Design clk_divider_prog, sky130hd; sources not shown.
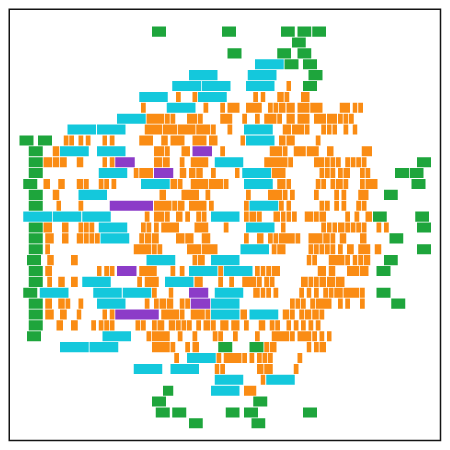
(run_1/placement_by_type.png)
Drawn at 4 px/um.
color	class	cells	share of their area
orange	combinational and other logic	405	54%
purple	clock drivers and dummy loads	8	3.7%
cyan	sequential cells	54	28%
green	remaining buffers and delay cells	58	15%
Post-Route Utilization: 39.1%
register share of the cell area: 26.7%

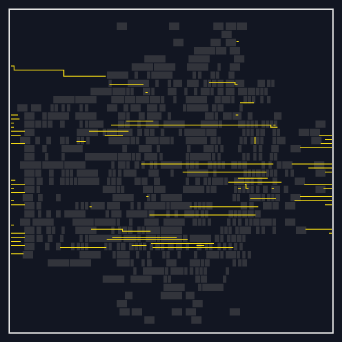
(run_1/layer_met3.png)
Drawn at 3 px/um.
longest straight run	53.1 um
wire length on this layer	596 um
Post-Route WL: 8660 um
met3 Use GR: 2.18%
vias: 3083

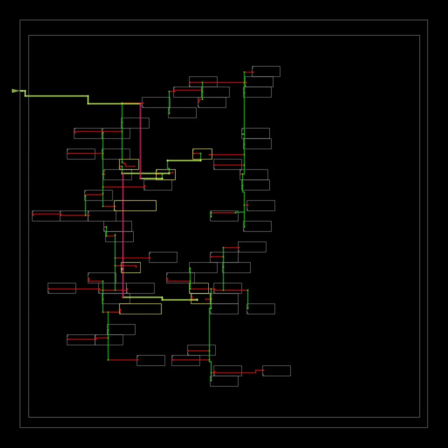
(run_1/clocks.png)
number of sinks driven by the clock tree: 54
Late-Pin Clk Latency: 0.30 ns
clock skew after layout: 0.00405 ns
power in the clock group: 0.242 mW
total of clock buffers placed in the layout: 6

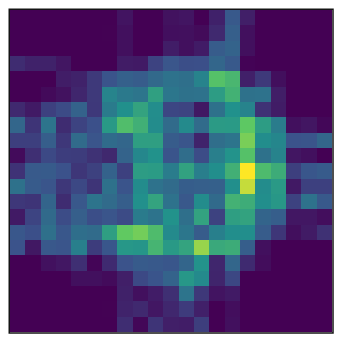
(run_1/metal_density.png)
Drawn at 3 px/um. The die is cut into 21 by 21 equal tiles; dark purple is low, yellow is high, scaled to the fullest tile. Values are wire area over tile area, all layers added.
fullest tile	0.58
nearly empty tiles	30%
tiles over half the peak	12%
mean over tiles	0.12
all-layer global routing usage: 15.4%
routed wirelength normalized by instance count: 13.1 um

==> notes.org <==
* Flow results

** Synthesis
- In this run, synthesis inferred 0 flip-flops with an integrated enable.
- For this run, the number of Yosys warnings is 0.
- The most frequently used library cell after synthesis is nand2_1.
- Average cell area after synthesis :: ~6.8 um^2
- Adder-cell area share of the yosys netlist :: 6.24%
- Fraction of synthesized cell area taken by the top area cell type :: between 30% and 40%
- Yosys stat area :: 3210 um^2
- After synthesis the cells add up to 3210 um^2.
- Among all flip-flop cells after synthesis, the most frequent one is dfxtp_1.
- Post-synth seq share :: between 30 and 40%
- Net count entering floorplan :: slightly above 500
- Largest area contributor in the synthesized netlist :: dfxtp_1
- Top cells by instance count after synthesis :: 98 x nand2_1, 89 x nor2_1, 54 x dfxtp_1
- The post-synth register bit count is between 50 and 60.
- In this run, the synthesized area fraction spent on AND-OR/OR-AND gates is recorded as under 10%.
- For reference, the mux area share after synthesis is between 2 and 2.5%.
- The synthesized netlist was found by Yosys to have 469 cells.
- Per the post-synthesis report, the number of cells in the design is 469.
- In this run, distinct cell masters in the synthesized netlist total 34.
- XORs/XNORs by Area :: roughly 3.8%
- Yosys simple share :: a little under two fifths

** Worst setup path
- Largest fanout on the critical path :: 23
- Endpoint kind of the worst setup timing path :: flip-flop
- Per the post-run analysis, buffers plus inverters along the critical path come to 1.
- In this run the critical path is formed by inv_1, ha_1, nand2_2, nor2_1, nand2_1, nand3_1, nand3_1, nor2_1, nand3_2, nand2_4, nand2_4, o21ai_0, ha_1, a21oi_1, nor2_1, a211oi_1, nand2_1, a21oi_1.
- Cell at the slowest stage of the critical path :: dfxtp_1
- Cell repeated most along the worst path :: nor2_1
- Critical setup path kind :: flip-flop to flip-flop
- STA shows the worst reg2reg path with a cell count of 18.
- For this run, the slowest stage of the critical path takes approximately 0.35 ns.
- Type of origin of the critical path :: flip-flop
- Instance count on the critical path :: 18
- The OpenROAD report gives the critical path a required time of roughly 7.4 ns.
- The worst-case reg-to-reg setup slack stands at ~4.1 ns.
- Arr. time, crit path :: 3.36 ns
- Kind of cell with the highest combined delay on the critical path :: simple AND/OR/NAND/NOR gates

** Layout
- Per the layout area report, the register area comes to between 1000 and 1500 um^2.
- Antenna Cells :: 0
- Counting only logic cells after layout, the most numerous master is nand2_1.
- Clock network share of area :: roughly 3.5%
- Combinational gate count :: between 300 and 400
- Area of all placed cells without fillers :: 4050 um^2
- Synthesis-to-layout area growth :: 26.3%
- Top cell class by occupied area :: combinational gates
- The final layout report lists a non-clock inverter count of roughly 60.
- Fraction of layout cells with a size suffix above 1 :: 9.14%
- Per the cell usage report, the commonest logic cells after layout are 98 x nand2_1, 89 x nor2_1, 57 x clkdlybuf4s50_1.
- Per the layout area report, the combinational gate area comes to roughly 1900 um^2.
- Final-layout fill cell count :: around 1100
- The final layout contains between 500 and 600 nets.
- Sequential cells placed in the final layout were counted as roughly 54.
- The fraction of final cell area spent on non-clock buffers in this run is roughly 14%.
- After layout, the buffer instance count without clock buffers stands at just under 60.
- Multi-input combinational area share :: between 40% and 50%
- Final Non-Filler Cells :: 661

** Drt
- Signal routing reaches up to met4.
- The first detailed-routing pass took 4 iterations.
- The post-route report lists met1 wire length as 4060 um.
- The count of nets left with antenna violations once routing finished came out at 0.
- DRC violation count after routing :: 0
- Routed met2 length :: about 3800 um
- Once iteration 0 of detailed routing completed, the report listed just under 200 DRC markers.
- WL met3 :: 595 um

** Floorplanning
- Floorplan Core Area :: around 10000 um^2
- Core utilization at floorplan :: 30.9%
- DIE HEIGHT :: between 100 and 150 um
- IO Pins :: 58
- The die covers about 12000 um^2.
- The report lists the number of standard-cell rows as 37.
- In this run the horizontal extent of the chip is about 110 um.

** Min path
- Worst hold path type :: flip-flop to flip-flop
- The number of cells on the worst hold path is listed as 2.

** Global routing
- Vias in the first global route :: 2972
- Global route summary, busiest routing layer listed as met2.
- Antenna violations before repair :: 0
- The first global-routing pass estimated around 14000 um of wire.
- Recorded from the global router log, the overflow total was 0.
- Entering global routing, the biggest net connects 33 pins.
- Met2 Resource Use GR :: 25.0%

** Clock network
- Root buffer cell :: clkbuf_8
- CTS hold repair buffers :: 0
- Number of buffers on the longest clock path :: 2
- Clock tree from TritonCTS :: built
- Register clock-pin slew on the reported worst setup and hold paths :: about 0.090 ns
- Number of gates resized after CTS :: 0
- Number of buffers inserted to repair setup after CTS :: 0
- The H-tree was split into 2 levels.
- Clock buffer count from CTS :: 5

** STA
- Subtracting the final worst setup slack from the clock period gives about 3.1 ns.
- Total count of max-transition violations in the final report :: 0
- Setup repair after global routing missed its margin :: false
- The tightest hold path in the finished design has a slack of just under 0.5 ns.
- Final count of negative-setup-slack endpoints :: 0
- For the pin with the worst max-slew slack, the measured transition is ~0.5 ns.
- For the final routed database, the setup TNS stands at 0 ns.
- Final cycle utilization of the critical path :: 43.3%
- Worst slew margin :: 66.1%
- The flow reports an fmax of about 320 MHz.
- Hold Violations, Final :: 0

** Power and ir drop
- Sw power :: approximately 0.20 mW
- Sequential power share :: a little under half
- Leak :: just under 2 nW
- The internal power of the cells totals about 0.52 mW.
- The power report lists the combinational group at between 0.1 and 0.15 mW.
- IR analysis of the VDD net gives a maximum drop of 0.0000915 V.
- Overall power consumption after layout is estimated at between 0.7 and 0.8 mW.
- Switching portion of total power :: 27.2%
- Sequential group power :: approximately 0.33 mW
- Share of power burned in the clock network :: between 30 and 40%
- Power share of the combinational group :: about a fifth
- Looking at the group totals, the largest power group turns out to be registers.
- Cell Pwr Density :: approximately 180 nW/um^2

** Placed design
- DP Wirelength :: 7180 um
- Post-Place Cell Area :: about 3900 um^2
- The placement report lists the number of port buffers as about 57.
- Worst slack after detailed placement :: 4.04 ns
- After detailed placement, the design holds a cell count of ~650.

** Flow run
- The run reported a max-capacitance violation count of 0.
- OpenROAD emitted warnings numbering 26.

** Outcome
- The flow ran to the end, and the final reports show no timing, DRC or antenna violations.
Power and IR drop assume default switching activity.
